<file path="config.mk">
export PLATFORM = sky130hd
export DESIGN_NAME = reg_op_sequencer_flat
export DESIGN_NICKNAME = d
export VERILOG_FILES = /design/src/rtl/reg_op_sequencer_if.sv /design/src/rtl/reg_op_sequencer.sv /design/src/flat_wrapper.sv
export SDC_FILE = /design/constraint.sdc
export NUM_CORES = 1
export LEC_CHECK = 0
export CAP_MARGIN = 30
export CORE_AREA = 5 5 66 68
export CTS_CLUSTER_DIAMETER = 80
export CTS_CLUSTER_SIZE = 30
export DETAILED_ROUTE_END_ITERATION = 8
export DIE_AREA = 0 0 71 73
export PLACE_DENSITY = 0.77
export SYNTH_ARGS = -nofsm -noshare
export SYNTH_HDL_FRONTEND = slang
export SYNTH_SLANG_ARGS = --single-unit
</file>
<file path="constraint.sdc">
create_clock -name clk -period 3.3 [get_ports clk]
set_input_delay 0.66 -clock clk [delete_from_list [all_inputs] [get_ports clk]]
set_output_delay 0.66 -clock clk [all_outputs]
set_load 0.1 [all_outputs]
</file>
<file path="src/rtl/reg_op_sequencer_if.sv">
// Command, register-file and status signals between a host and reg_op_sequencer.
// The sequencer uses the slave modport; the host side uses master.
interface reg_op_sequencer_if #(
  parameter int unsigned DATA_W = 8,
  parameter int unsigned ADDR_W = 2
);
  logic              cmd_valid;
  logic              cmd_ready;
  logic [1:0]        cmd_op;
  logic [ADDR_W-1:0] cmd_rd;
  logic [ADDR_W-1:0] cmd_rs;
  logic [DATA_W-1:0] cmd_imm;
  logic [ADDR_W-1:0] ReadRegA;
  logic [ADDR_W-1:0] ReadRegB;
  logic [DATA_W-1:0] ReadDataA;
  logic [DATA_W-1:0] ReadDataB;
  logic              WriteEnable;
  logic [ADDR_W-1:0] WriteReg;
  logic [DATA_W-1:0] WriteData;
  logic              done;
  logic              flag_z;
  logic              flag_c;

  modport slave (
    input  cmd_valid, cmd_op, cmd_rd, cmd_rs, cmd_imm, ReadDataA, ReadDataB,
    output cmd_ready, ReadRegA, ReadRegB, WriteEnable, WriteReg, WriteData, done,
           flag_z, flag_c
  );

  modport master (
    output cmd_valid, cmd_op, cmd_rd, cmd_rs, cmd_imm, ReadDataA, ReadDataB,
    input  cmd_ready, ReadRegA, ReadRegB, WriteEnable, WriteReg, WriteData, done,
           flag_z, flag_c
  );
endinterface

</file>
<file path="src/rtl/reg_op_sequencer.sv">
// Three-state (idle/fetch/write-back) sequencer for LDI/MOV/ADD/SUB on an external register file.
// Define REG_OP_SEQUENCER_FLAGS_EN to build the zero and carry/borrow flag logic.
module reg_op_sequencer #(
  parameter int unsigned DATA_W = 8,
  parameter int unsigned ADDR_W = 2
) (
  input logic               clk,
  input logic               reset,
  reg_op_sequencer_if.slave bus
);
  typedef enum logic [1:0] {StIdle, StFetch, StWb} state_e;

  localparam logic [1:0] OpLdi = 2'b00;
  localparam logic [1:0] OpMov = 2'b01;
  localparam logic [1:0] OpAdd = 2'b10;

  state_e            state_q;
  logic [1:0]        op_q;
  logic [ADDR_W-1:0] rd_q;
  logic [DATA_W-1:0] imm_q;
  logic [DATA_W-1:0] sum_add;
  logic [DATA_W-1:0] diff_sub;
  logic [DATA_W-1:0] result;

  // Ready is decoded from state so it rises in the first cycle after reset drops.
  assign bus.cmd_ready = (state_q == StIdle) && !reset;

`ifdef REG_OP_SEQUENCER_FLAGS_EN
  logic carry_add;
  logic borrow_sub;
  logic carry_d;
  logic flag_z_q;
  logic flag_c_q;

  assign {carry_add, sum_add}   = {1'b0, bus.ReadDataA} + {1'b0, bus.ReadDataB};
  // Top bit of the widened difference is set exactly when A < B.
  assign {borrow_sub, diff_sub} = {1'b0, bus.ReadDataA} - {1'b0, bus.ReadDataB};
  assign bus.flag_z = flag_z_q;
  assign bus.flag_c = flag_c_q;

  always_comb begin
    carry_d = 1'b0;
    if (op_q == OpAdd) begin
      carry_d = carry_add;
    end else if (op_q != OpLdi && op_q != OpMov) begin
      carry_d = borrow_sub;
    end
  end
`else
  assign sum_add    = bus.ReadDataA + bus.ReadDataB;
  assign diff_sub   = bus.ReadDataA - bus.ReadDataB;
  assign bus.flag_z = 1'b0;
  assign bus.flag_c = 1'b0;
`endif

  always_comb begin
    result = imm_q;
    case (op_q)
      OpLdi:   result = imm_q;
      OpMov:   result = bus.ReadDataB;
      OpAdd:   result = sum_add;
      default: result = diff_sub;
    endcase
  end

  always_ff @(posedge clk) begin
    if (reset) begin
      state_q         <= StIdle;
      op_q            <= '0;
      rd_q            <= '0;
      imm_q           <= '0;
      bus.ReadRegA    <= '0;
      bus.ReadRegB    <= '0;
      bus.WriteEnable <= 1'b0;
      bus.WriteReg    <= '0;
      bus.WriteData   <= '0;
      bus.done        <= 1'b0;
`ifdef REG_OP_SEQUENCER_FLAGS_EN
      flag_z_q        <= 1'b0;
      flag_c_q        <= 1'b0;
`endif
    end else begin
      unique case (state_q)
        StIdle: begin
          bus.WriteEnable <= 1'b0;
          bus.done        <= 1'b0;
          if (bus.cmd_valid) begin
            op_q         <= bus.cmd_op;
            rd_q         <= bus.cmd_rd;
            imm_q        <= bus.cmd_imm;
            bus.ReadRegA <= bus.cmd_rd;
            bus.ReadRegB <= bus.cmd_rs;
            state_q      <= StFetch;
          end
        end
        StFetch: begin
          bus.WriteEnable <= 1'b1;
          bus.done        <= 1'b1;
          bus.WriteReg    <= rd_q;
          bus.WriteData   <= result;
`ifdef REG_OP_SEQUENCER_FLAGS_EN
          flag_z_q        <= (result == '0);
          flag_c_q        <= carry_d;
`endif
          state_q         <= StWb;
        end
        StWb: begin
          bus.WriteEnable <= 1'b0;
          bus.done        <= 1'b0;
          state_q         <= StIdle;
        end
        default: state_q <= StIdle;
      endcase
    end
  end
endmodule

</file>
<file path="src/flat_wrapper.sv">
// flat-port wrapper written by rule: the top's interface ports become plain ports
module reg_op_sequencer_flat 
#(
  parameter int unsigned DATA_W = 8,
  parameter int unsigned ADDR_W = 2
)
  (clk, reset, bus_cmd_valid, bus_cmd_op, bus_cmd_rd, bus_cmd_rs, bus_cmd_imm, bus_ReadDataA, bus_ReadDataB, bus_cmd_ready, bus_ReadRegA, bus_ReadRegB, bus_WriteEnable, bus_WriteReg, bus_WriteData, bus_done, bus_flag_z, bus_flag_c);
  reg_op_sequencer_if #(.DATA_W(DATA_W), .ADDR_W(ADDR_W)) bus_i ();
  input logic clk;
  input logic reset;
  input wire logic [$bits(bus_i.cmd_valid)-1:0] bus_cmd_valid;
  input wire logic [$bits(bus_i.cmd_op)-1:0] bus_cmd_op;
  input wire logic [$bits(bus_i.cmd_rd)-1:0] bus_cmd_rd;
  input wire logic [$bits(bus_i.cmd_rs)-1:0] bus_cmd_rs;
  input wire logic [$bits(bus_i.cmd_imm)-1:0] bus_cmd_imm;
  input wire logic [$bits(bus_i.ReadDataA)-1:0] bus_ReadDataA;
  input wire logic [$bits(bus_i.ReadDataB)-1:0] bus_ReadDataB;
  output wire logic [$bits(bus_i.cmd_ready)-1:0] bus_cmd_ready;
  output wire logic [$bits(bus_i.ReadRegA)-1:0] bus_ReadRegA;
  output wire logic [$bits(bus_i.ReadRegB)-1:0] bus_ReadRegB;
  output wire logic [$bits(bus_i.WriteEnable)-1:0] bus_WriteEnable;
  output wire logic [$bits(bus_i.WriteReg)-1:0] bus_WriteReg;
  output wire logic [$bits(bus_i.WriteData)-1:0] bus_WriteData;
  output wire logic [$bits(bus_i.done)-1:0] bus_done;
  output wire logic [$bits(bus_i.flag_z)-1:0] bus_flag_z;
  output wire logic [$bits(bus_i.flag_c)-1:0] bus_flag_c;
  assign bus_i.cmd_valid = bus_cmd_valid;
  assign bus_i.cmd_op = bus_cmd_op;
  assign bus_i.cmd_rd = bus_cmd_rd;
  assign bus_i.cmd_rs = bus_cmd_rs;
  assign bus_i.cmd_imm = bus_cmd_imm;
  assign bus_i.ReadDataA = bus_ReadDataA;
  assign bus_i.ReadDataB = bus_ReadDataB;
  assign bus_cmd_ready = bus_i.cmd_ready;
  assign bus_ReadRegA = bus_i.ReadRegA;
  assign bus_ReadRegB = bus_i.ReadRegB;
  assign bus_WriteEnable = bus_i.WriteEnable;
  assign bus_WriteReg = bus_i.WriteReg;
  assign bus_WriteData = bus_i.WriteData;
  assign bus_done = bus_i.done;
  assign bus_flag_z = bus_i.flag_z;
  assign bus_flag_c = bus_i.flag_c;
  reg_op_sequencer #(.DATA_W(DATA_W), .ADDR_W(ADDR_W)) u_core (.clk(clk), .reset(reset), .bus(bus_i));
endmodule
</file>
Figure 1. Power grid (run 1).
Scale: 4 px per µm. Pins as bars on the die edge.
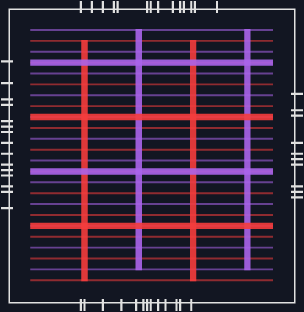
- VDD: purple
- VSS: red
- rows: 23
- signal pins: 52
- met4 straps: 4
Peak VDD IR: 0.0003267 V
Chip Width: 71 µm
core area: 3799 µm²
Die H: 73 µm

Figure 2. Sequential cells grouped by signal name (run 1).
Scale: 4 px per µm. Other sequential cells in the stronger grey, the rest of the logic in the fainter grey.
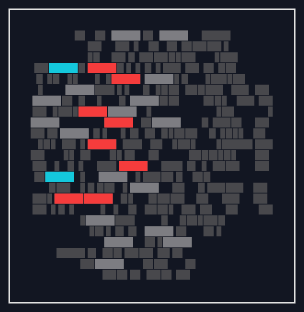
- u_core.rd_q: cyan (flops 2)
- u_core.imm_q: red (flops 8)
- not coloured: 17
Register Area: 540.5 µm²
Flop+latch power: 356 µW
Core Util, Final: 57.11%
flop share of the area: 24.91%

==> Slide: Implementation Results, run 1 <==
Synthesis and Place & Route Summary

Final layout
  • Most numerous logic cells after layout: 46 x nand2_1, 32 x clkdlybuf4s50_1, 27 x dfxtp_1
  • Area delta synth->final: 33.59%
  • N_diodes: 0

Status
  • Outcome: finished, final reports clean

Place
  • Dpl cells: 295
  • Pre-CTS setup slack: -0.06669 ns
  • RePlAce Congestion: 0.8056

Power and ir drop
  • Clock power share: 21.5%
  • Gate power share: 37.8%
  • P_sw: 319.2 µW
  • Power Density: 402.8 nW/µm²
  • Sequential share of power: 40.7%

Yosys
  • Register area share after synthesis: 33.28%
  • Area reported by Yosys stat: 1624 µm²
  • Synth unique cells: 38
  • Synth flops: 27
  • Complex Gates by Area: 17.18%
  • Syn. warnings: 0
  • EDFF count, synth: 0
  • Xor/xnor share of the synthesized area: 5.932%
  • FFs w/ async S/R, synth: 0%

Worst setup path
  • Crit. Startpoint: bus_ReadDataB[1]
  • Crit end category: register
  • Reg2reg start: u_core.op_q[1]$_SDFFE_PP0P_
  • FF-to-FF path depth: 8
  • Worst Path Arrival: 3.28 ns

CTS
  • CTS Sinks: 27
  • Postcts setup bufs: 0
  • Clk slew on worst S/H paths: 0.09 ns

Hold path
  • Min-delay worst type: reg2reg

GRT
  • Antenna violations before repair: 0
  • Global-route wire length before repair: 6.651 mm

Run
  • Max-cap violations: 0

Routing
  • Routed vias: 1,462
  • # DRC: 0

Floorplan
  • Rows: 23
  • Total die size: 5183 µm²

Timing
  • Achievable frequency: 323.6 MHz
  • Final hold viol count: 0
Figure 3. The metal 2 layer (run 1).
Scale: 4 px per µm.
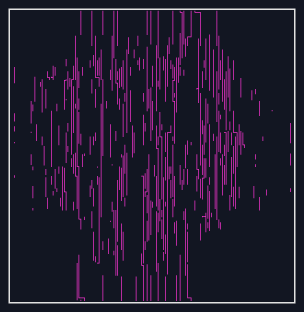
- wire length on this layer: 1,900 µm
- longest straight run: 35.4 µm
Routed WL: 3.875 mm
M2 GR Usage: 27.19%

Figure 4. The clock network (run 1).
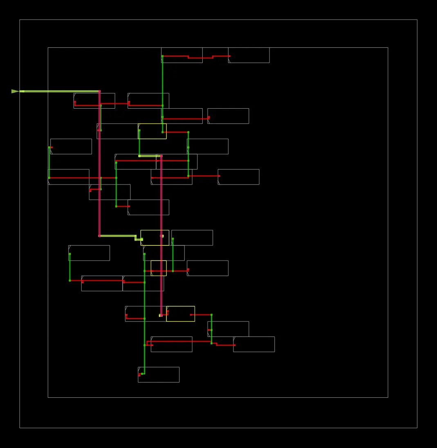
Latency at later pin: 0.27 ns
Clk. pwr: 188 µW
Layout clock buffers: 3
total CTS buffers: 3

[run 1: critical path: stages]
cell and delay [ns]:
clkdlybuf4s50_1 0.46, inv_1 0.09, ha_1 0.15, nor3b_1 0.30
a21oi_1 0.13, xor2_1 0.16, ha_1 0.34, a21oi_1 0.19
o21ai_0 0.14, and3b_1 0.20, mux2_4 0.27, nor4_2 0.20
[run 1: state kept, by name, indices dropped and copies added, names as in the netlist]
name / cells
u_core.state_q: 2
u_core.imm_q: 8
u_core.op_q: 2
u_core.bus.ReadRegB: 2
u_core.rd_q: 2
u_core.bus.WriteData: 8
u_core.bus.WriteReg: 2
u_core.bus.done: 1
[run 1: layer usage]
metal,vias to the layer above,share of wire (%),global-route usage [%],wire (µm)
li1,777,-,-,-
met1,652,45,20.42,1758
met2,28,49,27.19,1901
met3,5,4.2,2.479,161
met4,0,1.4,5.637,54
met5,-,0,0,0
[run 1: layout make-up]
| cell class | count | area share (%) |
|---|---|---|
| clock inverter | 1 | 0.3460 |
| tap | 50 | 2.884 |
| multi-input combinational | 161 | 46.31 |
| clock buffer | 3 | 1.903 |
| inverter | 2 | 0.3460 |
| timing repair buffer | 55 | 23.30 |
| sequential | 27 | 24.91 |
[run 1: cell usage after synthesis (2+ instances only)]
cell	n	area [µm²]
and3b_1	2	17.52
buf_6	2	22.52
a21oi_1	26	130.1
nor2_1	14	52.55
a211oi_1	4	30.03
ha_1	10	125.1
buf_4	3	22.52
nor3b_1	3	22.52
dfxtp_1	27	540.5
nor2b_1	6	37.54
a2111oi_0	2	17.52
clkbuf_1	8	30.03
inv_1	2	7.510
xnor2_1	5	43.79
xor2_1	6	52.55
nor3_1	6	30.03
o21ai_0	3	15.01
and2_1	3	18.77
nand2_1	46	172.7
o21ai_1	2	10.01
o21bai_1	2	15.01
mux2i_1	5	50.05
[run 1: how the worst min path moves through the flow]
| stage | start | slack, ns | to |
|---|---|---|---|
| floorplan | u_core.imm_q[2]$_SDFFE_PP0P_ | 0.43 | u_core.imm_q[2]$_SDFFE_PP0P_ |
| global placement | u_core.imm_q[3]$_SDFFE_PP0P_ | 0.44 | u_core.imm_q[3]$_SDFFE_PP0P_ |
| detailed placement | u_core.imm_q[3]$_SDFFE_PP0P_ | 0.45 | u_core.imm_q[3]$_SDFFE_PP0P_ |
| CTS | u_core.imm_q[3]$_SDFFE_PP0P_ | 0.46 | u_core.imm_q[3]$_SDFFE_PP0P_ |
| global route | u_core.bus.ReadRegB[0]$_SDFFE_PP0P_ | 0.49 | u_core.bus.ReadRegB[0]$_SDFFE_PP0P_ |
| finish | u_core.imm_q[3]$_SDFFE_PP0P_ | 0.46 | u_core.imm_q[3]$_SDFFE_PP0P_ |
[run 1: power groups by stage]
stage | clock (µW) | combinational, µW | sequential (µW)
5_1_grt | 207 | 359 | 358
2_1_floorplan | 0 | 168 | 431
3_3_place_gp | 0 | 328 | 363
4_1_cts | 196 | 332 | 356
6_report | 188 | 330 | 356
3_5_place_dp | 0 | 330 | 364
Figure 5. Cell area per tile (run 1).
Scale: 4 px per µm. The die is cut into 7 by 7 equal tiles; black is low, pale yellow is high, 0 to 100% covered.
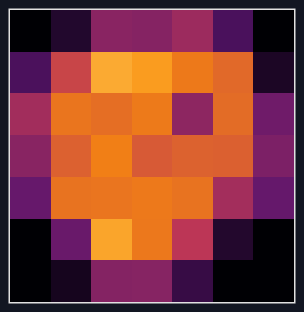

==> run 2: changes to the inputs <==
CORE_AREA = 3 3 64 66   (was 5 5 66 68)
DIE_AREA = 0 0 67 69   (was 0 0 71 73)
REMOVE_ABC_BUFFERS = 1   (was unset)
TNS_END_PERCENT = 30   (was unset)
Figure 6. Cell area per tile (run 2).
Scale: 6 px per µm. The die is cut into 7 by 7 equal tiles; black is low, pale yellow is high, 0 to 100% covered.
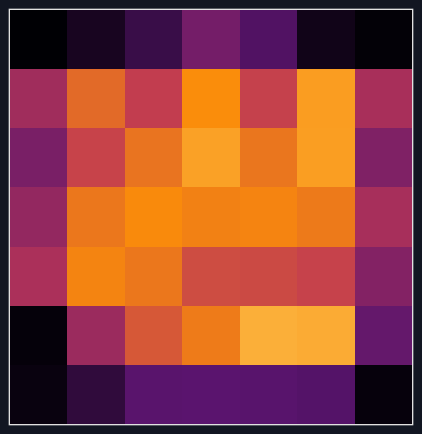
- densest ninth of the die: centre
- nearly empty tiles: 8.2%
- mean over tiles: 45%
Init Core Util: 44.70%
core area: 3633 µm²
Core Util, Final: 59.19%

Figure 7. The metal 2 layer (run 2).
Scale: 6 px per µm.
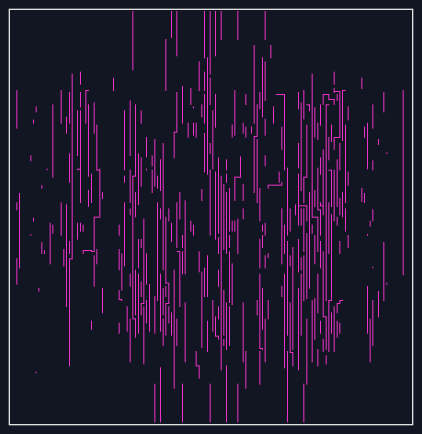
- main direction: vertical
- nets with wire on the layer: 230
M2 GR Usage: 30.02%
Routed WL: 3.895 mm
routed vias: 1,491

==> run 2 against run 1 <==
  * Setup slack gained 0.0037 ns
  * Hold slack gained 0.00099 ns
  * Synthesized area is the same
  * Largest cell class unchanged
  * Clock skew shrank 0.0031 ns
  * Sequential power is essentially flat
  * Clock power shrank 3%
  * Power shrank 0.47%
  * Register-to-register slack lost 0.30 ns
==> Slide: Implementation Results, run 2 <==
Synthesis and Place & Route Summary

Timing
  • Achievable frequency: 324.0 MHz (was 323.6 MHz)

CTS
  • Postcts setup bufs: 0 (unchanged)
  • Total CTS buffers: 3 (unchanged)
  • Clk slew on worst S/H paths: 0.09 ns (about the same)
  • Latency at later pin: 0.27 ns (about the same)

GRT
  • Global-route wire length before repair: 6.430 mm (was 6.651 mm)
  • Antenna violations before repair: 0 (unchanged)

Final layout
  • Largest regs: u_core.bus.WriteData: 8 flops, u_core.imm_q: 8 flops (unchanged)
  • Register Area: 540.5 µm² (unchanged)
  • N_diodes: 0 (unchanged)
  • Most numerous logic cells after layout: 46 x nand2_1, 32 x clkdlybuf4s50_1, 27 x dfxtp_1 (unchanged)
  • Area delta synth->final: 32.43% (was 33.59%)

Worst setup path
  • Critical-path top delay cell: clkdlybuf4s50_1 (unchanged)
  • FF-to-FF path depth: 8 (unchanged)
  • Worst Path Buf+Inv: 2 (unchanged)
  • Top Family by Delay on Critical Path: simple AND/OR/NAND/NOR gates (unchanged)
  • CP Depth: 12 (unchanged)
  • Crit. Startpoint: bus_ReadDataB[1] (unchanged)
  • Crit end category: register (unchanged)

Yosys
  • Cell type with the largest total area: dfxtp_1 (unchanged)
  • Cell area leaders: dfxtp_1 33%, nand2_1 11%, a21oi_1 8.0% (unchanged)
  • Post-synth top cells: 46 x nand2_1, 27 x dfxtp_1, 26 x a21oi_1, 14 x nor2_1, 10 x ha_1 (unchanged)
  • Most common cell in the netlist: nand2_1 (unchanged)
  • Synth unique cells: 38 (unchanged)
  • Top-area cell share: 33.28% (unchanged)
  • Area reported by Yosys stat: 1624 µm² (unchanged)
  • Syn. warnings: 0 (unchanged)
  • FFs w/ async S/R, synth: 0% (unchanged)

Routing
  • # DRC: 0 (unchanged)
  • WL met2: 1.891 mm (was 1.901 mm)
  • Met3 WL: 253 µm (was 161 µm)
  • Wire length on met1: 1.709 mm (was 1.758 mm)

Power and ir drop
  • Power Density: 404.4 nW/µm² (was 402.8 nW/µm²)

Floorplan
  • Rows: 22 (was 23)

Hold path
  • Min-delay worst type: reg2reg (unchanged)

Status
  • Outcome: finished, final reports clean (unchanged)

Run
  • Max-cap violations: 0 (unchanged)
Figure 8. Power grid (run 2).
Scale: 6 px per µm. Pins as bars on the die edge.
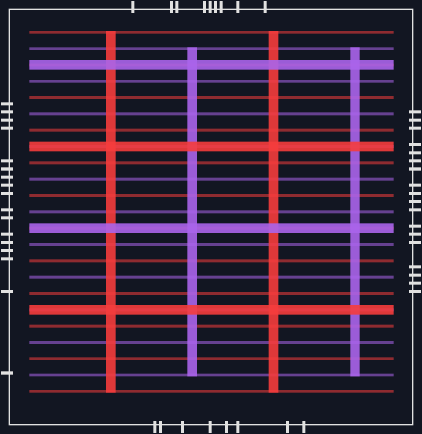
- VSS: red
- VDD: purple
- met1 rails: 23
- met4 straps: 4
- signal pins: 52
- rows: 22
Chip Width: 67 µm
Die H: 69 µm
Peak VDD IR: 0.0002928 V

[run 2: netlist changes by cell type in the layout (fill, tap and decap cells not counted), sizes merged]
cell | before | now
buf | 23 | 22
clkbuf | 3 | 4
clkinvlp | 1 | 0
[run 2: area by class of cell]
class | count | area share, %
inverters | 2 | 0.3490
flip-flops and latches | 27 | 25.13
repair buffers | 54 | 23.15
clock buffers | 4 | 2.094
well taps | 48 | 2.792
multi-input cells | 161 | 46.48
[run 2: how the worst min path moves through the flow]
stage	slack, ns	start	to	cells past startpoint
after floorplan	0.43	u_core.imm_q[2]$_SDFFE_PP0P_	u_core.imm_q[2]$_SDFFE_PP0P_	2
after global placement	0.44	u_core.imm_q[7]$_SDFFE_PP0P_	u_core.imm_q[7]$_SDFFE_PP0P_	2
after detailed placement	0.44	u_core.imm_q[5]$_SDFFE_PP0P_	u_core.imm_q[5]$_SDFFE_PP0P_	2
after CTS	0.46	u_core.imm_q[5]$_SDFFE_PP0P_	u_core.imm_q[5]$_SDFFE_PP0P_	2
after global routing	0.47	u_core.imm_q[5]$_SDFFE_PP0P_	u_core.imm_q[5]$_SDFFE_PP0P_	2
final	0.46	u_core.imm_q[3]$_SDFFE_PP0P_	u_core.imm_q[3]$_SDFFE_PP0P_	2
[run 2: logic make-up (layout without fill, tap and decap cells)]
kind of cell | count (synthesis) | after routing | share of synthesized area, %
muxes | 7 | 7 | 4.699
adders and majority gates | 11 | 11 | 8.937
and+or+nand+nor | 85 | 85 | 24.35
DFF | 27 | 27 | 33.28
buffers and inverters | 16 | 60 | 5.393
AOI/OAI and AO/OA | 45 | 45 | 17.18
xor gates and xnor gates | 11 | 11 | 5.932
other | 1 | 2 | 0.2309
[run 2: power by group]
group	internal (µW)	switching (µW)	leakage, µW	total [µW]
Sequential	344	14.1	0.000221	358
Combinational	125	204	0.000623	329
Clock	86.3	96.2	0.0000228	182
Total	555	314	0.000867	870
[run 2: metal layers]
layer  vias up  track usage (%)
met4         0            3.378
met2        44            30.02
met3         4            3.257
li1        775                -
met1       668            22.08
met5         -                0
[run 2: worst reg2reg max path, cell delays in order (launching register included)]
cell      delay, ns
dfxtp_1        0.73
nor2b_4        0.14
mux2_1         0.39
fa_1           0.44
a21o_1         0.17
a21oi_1        0.23
xnor2_1        0.11
a211oi_1       0.25
nor3_1         0.07
[run 2: metrics by stage]
step / setup WS (ns) / total power (µW) / utilization [%] / hold WS, ns
floorplan: -0.07795 / 585.7 / - / 0.4257
detailed placement: -0.06043 / 693.4 / 57.95 / 0.4449
CTS: 0.2175 / 875.1 / 59.19 / 0.4570
global placement: 0.1070 / 689.8 / 57.95 / 0.4385
finish: 0.2137 / 869.8 / 59.19 / 0.4573
global route: 0.004994 / 913.0 / 59.19 / 0.4672
Figure 9. The clock network (run 2).
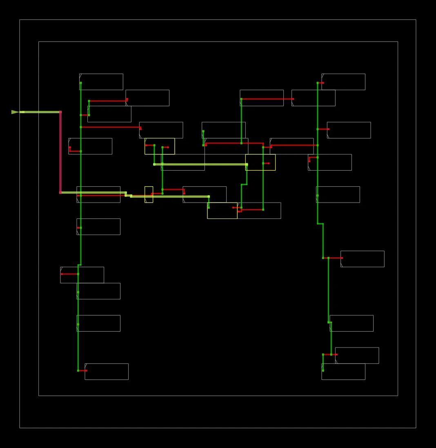

==> run 3: changes to the inputs <==
CORE_AREA = 3 3 47 91   (was 3 3 64 66)
DIE_AREA = 0 0 50 94   (was 0 0 67 69)
PLACE_DENSITY = 0.76   (was 0.77)
Figure 10. The clock network (run 3).
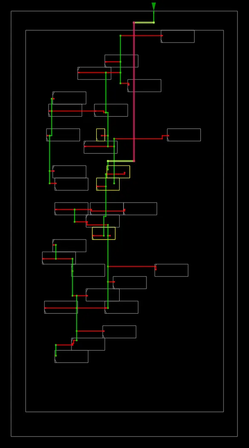
num sequential: 27
Latency at later pin: 0.26 ns
CTS Sinks: 27
Clk. pwr: 183 µW

Figure 11. The metal 2 layer (run 3).
Scale: 4 px per µm.
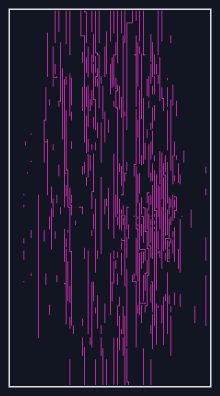
- nets with wire on the layer: 240
- main direction: vertical
- wire length on this layer: 2,160 µm
M2 GR Usage: 31.00%
Routed WL: 3.995 mm
routed vias: 1,505

Figure 12. Sequential cells grouped by signal name (run 3).
Scale: 4 px per µm. Other sequential cells in the stronger grey, the rest of the logic in the fainter grey.
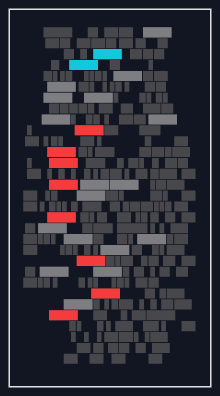
- u_core.rd_q: cyan (flops 2)
- u_core.imm_q: red (flops 8; where middle left)
- not coloured: 17
flop share of the area: 24.84%
Core Util, Final: 59.05%

==> run 3 against run 2 <==
  * Hold slack worse by 0.0044 ns
  * Clock skew fell by 0.0025 ns
  * Fmax up 1.3%
  * Register-to-register slack better by 0.27 ns
  * Synthesized area stayed put
  * Routed wire length rose by 2.6%
  * Non-clock buffer count is 3 higher
  * Via count up 0.94%
  * Core utilization shrank 0.14 points
  * Critical endpoint unchanged
==> Slide: Implementation Results, run 3 <==
Synthesis and Place & Route Summary

Status
  • Outcome: finished, final reports clean (unchanged)

Yosys
  • Yosys cell count: 203 (unchanged)
  • Post-Synth Simple-Gate Area: 24.35% (unchanged)
  • Synthesized area: 1624 µm² (unchanged)
  • Post-synth top cells: 46 x nand2_1, 27 x dfxtp_1, 26 x a21oi_1, 14 x nor2_1, 10 x ha_1 (unchanged)
  • Top-area cell share: 33.28% (unchanged)
  • Area reported by Yosys stat: 1624 µm² (unchanged)
  • Most common cell in the netlist: nand2_1 (unchanged)
  • Synth unique cells: 38 (unchanged)
  • Synth logic family: simple AND/OR/NAND/NOR gates (unchanged)
  • Primary FF master, synth: dfxtp_1 (unchanged)
  • Mux area share: 4.700% (unchanged)
  • Complex Gates by Area: 17.18% (unchanged)
  • Post-Synthesis Cells: 203 (unchanged)
  • Syn. warnings: 0 (unchanged)
  • Cell type with the largest total area: dfxtp_1 (unchanged)
  • Avg Synthesized Cell Area: 8.000 µm² (unchanged)
  • Synth flops: 27 (unchanged)
  • EDFF count, synth: 0 (unchanged)
  • Xor/xnor share of the synthesized area: 5.932% (unchanged)
  • FFs w/ async S/R, synth: 0% (unchanged)
  • Cell area leaders: dfxtp_1 33%, nand2_1 11%, a21oi_1 8.0% (unchanged)
  • Register area share after synthesis: 33.28% (unchanged)
  • Adder Share, Synth: 8.937% (unchanged)

Run
  • Max-cap violations: 0 (unchanged)
  • Log Warnings: 27 (unchanged)

GRT
  • Global-route wire length before repair: 6.451 mm (was 6.430 mm)
  • Largest net degree at the start of global routing: 27 (unchanged)
  • GRT Overall Usage: 17.05% (was 17.37%)
  • Antenna violations before repair: 0 (unchanged)

Floorplan
  • Total die size: 4700 µm² (was 4623 µm²)
  • Init Core Util: 44.07% (was 44.70%)
  • Rows: 31 (was 22)
  • Chip Width: 50 µm (was 67 µm)
  • Die H: 94 µm (was 69 µm)
  • IO Count: 52 (unchanged)
  • Core area: 3685 µm² (was 3633 µm²)

CTS
  • Total CTS buffers: 3 (unchanged)
  • Clk slew on worst S/H paths: 0.09 ns (about the same)
  • CTS max path bufs: 2 (unchanged)
  • CTS tree: built (unchanged)
  • Postcts setup bufs: 0 (unchanged)
  • Post-cts sizing count: 0 (unchanged)

Hold path
  • Hold_sp: u_core.imm_q[7]$_SDFFE_PP0P_ (was u_core.imm_q[3]$_SDFFE_PP0P_)
  • Hold Crit Endpoint: u_core.imm_q[7]$_SDFFE_PP0P_ (was u_core.imm_q[3]$_SDFFE_PP0P_)
  • Min-delay worst type: reg2reg (unchanged)
  • Hold path cells: 2 (unchanged)

Routing
  • First drt pass iteration count: 4 (unchanged)
  • # DRC: 0 (unchanged)
  • Via density: 5.017 (was 5.037)
  • Final ANT Viol Nets: 0 (unchanged)

Timing
  • Skew final: 0.001563 ns (was 0.004068 ns)
  • Final hold viol count: 0 (unchanged)
  • Least-Margin Pin Slew: 0.7232 ns (was 0.7424 ns)
  • Clock period minus worst slack: 3.047 ns (was 3.086 ns)
  • Achievable frequency: 328.2 MHz (was 324.0 MHz)
  • Slew margin rel.: 51.69% (was 50.40%)
  • Ratio of final minimum period to clock period: 92.34% (was 93.53%)

Final layout
  • Most numerous logic cells after layout: 46 x nand2_1, 32 x clkdlybuf4s50_1, 27 x dfxtp_1 (unchanged)
  • Most used logic cell in the final layout: nand2_1 (unchanged)
  • Register Area: 540.5 µm² (unchanged)
  • Net count, final: 296 (was 293)
  • Layout cells sized above 1: 13.15% (was 11.69%)
  • N_diodes: 0 (unchanged)
  • Final Non-Filler Cells: 300 (was 296)
  • Area delta synth->final: 33.98% (was 32.43%)
  • Largest regs: u_core.bus.WriteData: 8 flops, u_core.imm_q: 8 flops (unchanged)

Power and ir drop
  • Power Density: 403.6 nW/µm² (was 404.4 nW/µm²)
  • Internal power: 558.6 µW (was 555.3 µW)
  • Sequential share of power: 40.5% (was 41.2%)
  • Peak VDD IR: 0.0003876 V (was 0.0002928 V)
  • Gate power share: 38.7% (was 37.8%)
  • Tot Pwr: 878.2 µW (was 869.8 µW)
  • Net Sw Frac: 36.39% (was 36.15%)
  • Leak pwr: 0.0008847 µW (was 0.0008669 µW)
  • Clock power share: 20.8% (was 21.0%)
  • P_sw: 319.6 µW (was 314.4 µW)

Worst setup path
  • Crit path DRT: 3.49 ns (about the same)
  • Crit end category: register (unchanged)
  • Worst Path Arrival: 3.23 ns (was 3.27 ns)
  • CP Max Fanout: 5 (unchanged)
  • Reg2reg start: u_core.op_q[1]$_SDFFE_PP0P_ (was u_core.op_q[0]$_SDFFE_PP0P_)
  • FF-to-FF End: u_core.bus.WriteData[6]$_SDFFE_PP0N_ (was u_core.bus.WriteData[4]$_SDFFE_PP0N_)
  • Crit start category: primary input (unchanged)
  • FF-to-FF path depth: 8 (unchanged)

Place
  • Dpl cells: 296 (was 292)
  • RePlAce Congestion: 0.8636 (was 0.9433)
-- run 3: cell counts after synthesis --
Identical to the previous run, type by type.
-- run 3: logic make-up (layout without fill, tap and decap cells) --
logic type | Yosys count | after routing
XOR/XNOR | 11 | 11
buffers and inverters | 16 | 63
adder cells (fa/ha/maj) | 11 | 11
flip-flops | 27 | 27
other | 1 | 2
multiplexers | 7 | 7
AND/OR/NAND/NOR | 85 | 85
AND-OR/OR-AND | 45 | 45
-- run 3: metrics by stage --
stage                     hold slack [ns]  worst slack (ns)  TNS (ns)  util [%]  instance area, µm²
final                              0.4529            0.2529         0     59.05                2176
after global routing               0.4734           0.05507         0     59.05                2176
after CTS                          0.4557            0.2297         0     59.05                2176
after detailed placement           0.4426          -0.05817  -0.05817     57.79                2130
after global placement             0.4395           0.02140         0     57.79                2130
after floorplan                    0.4257          -0.07795  -0.07795         -                1548
-- run 3: worst max-delay path by stage --
stage / depth (start not counted) / end / slack, ns / startpoint
floorplan: 1 / bus_cmd_ready / -0.08 / reset
finish: 12 / u_core.bus.WriteData[7]$_SDFFE_PP0N_ / 0.25 / bus_ReadDataB[1]
global route: 12 / u_core.bus.WriteData[7]$_SDFFE_PP0N_ / 0.06 / bus_ReadDataB[1]
detailed placement: 12 / u_core.bus.WriteData[7]$_SDFFE_PP0N_ / -0.06 / bus_ReadDataB[1]
CTS: 12 / u_core.bus.WriteData[7]$_SDFFE_PP0N_ / 0.23 / bus_ReadDataB[1]
global placement: 12 / u_core.bus.WriteData[7]$_SDFFE_PP0N_ / 0.02 / bus_ReadDataB[1]
-- run 3: power by group through the flow --
stage	Clock [µW]	Combinational, µW	Sequential (µW)
after floorplan	0	147	438
after global placement	0	336	363
after detailed placement	0	339	363
after CTS	190	341	356
after global routing	199	366	358
final	183	340	356
-- run 3: cell type report --
cell class                      count  share of cell area (%)
Clock inverter                      1                  0.2300
Clock buffer                        3                   1.898
Multi-Input combinational cell    161                   45.95
Sequential cell                    27                   24.84
Timing Repair Buffer               57                   23.92
Tap cell                           49                   2.818
Inverter                            2                  0.3450
-- run 3: critical path: stages --
cell and delay, ns:
clkdlybuf4s50_1 0.46, inv_1 0.08, ha_1 0.15, nor3b_1 0.29
a21oi_1 0.14, xor2_1 0.16, ha_1 0.34, a21oi_1 0.18
o21ai_0 0.13, and3b_1 0.20, mux2_4 0.27, nor4_2 0.19
-- run 3: routing by layer --
| layer | global-route usage [%] | vias to the layer above | share of wire [%] |
|---|---|---|---|
| met1 | 18.17 | 672 | 39 |
| met3 | 1.908 | 10 | 3.2 |
| met4 | 9.931 | 0 | 3.9 |
| met2 | 31.00 | 40 | 54 |
| met5 | 0 | - | 0 |
| li1 | - | 783 | - |
Power is estimated from default activity; no workload was simulated.
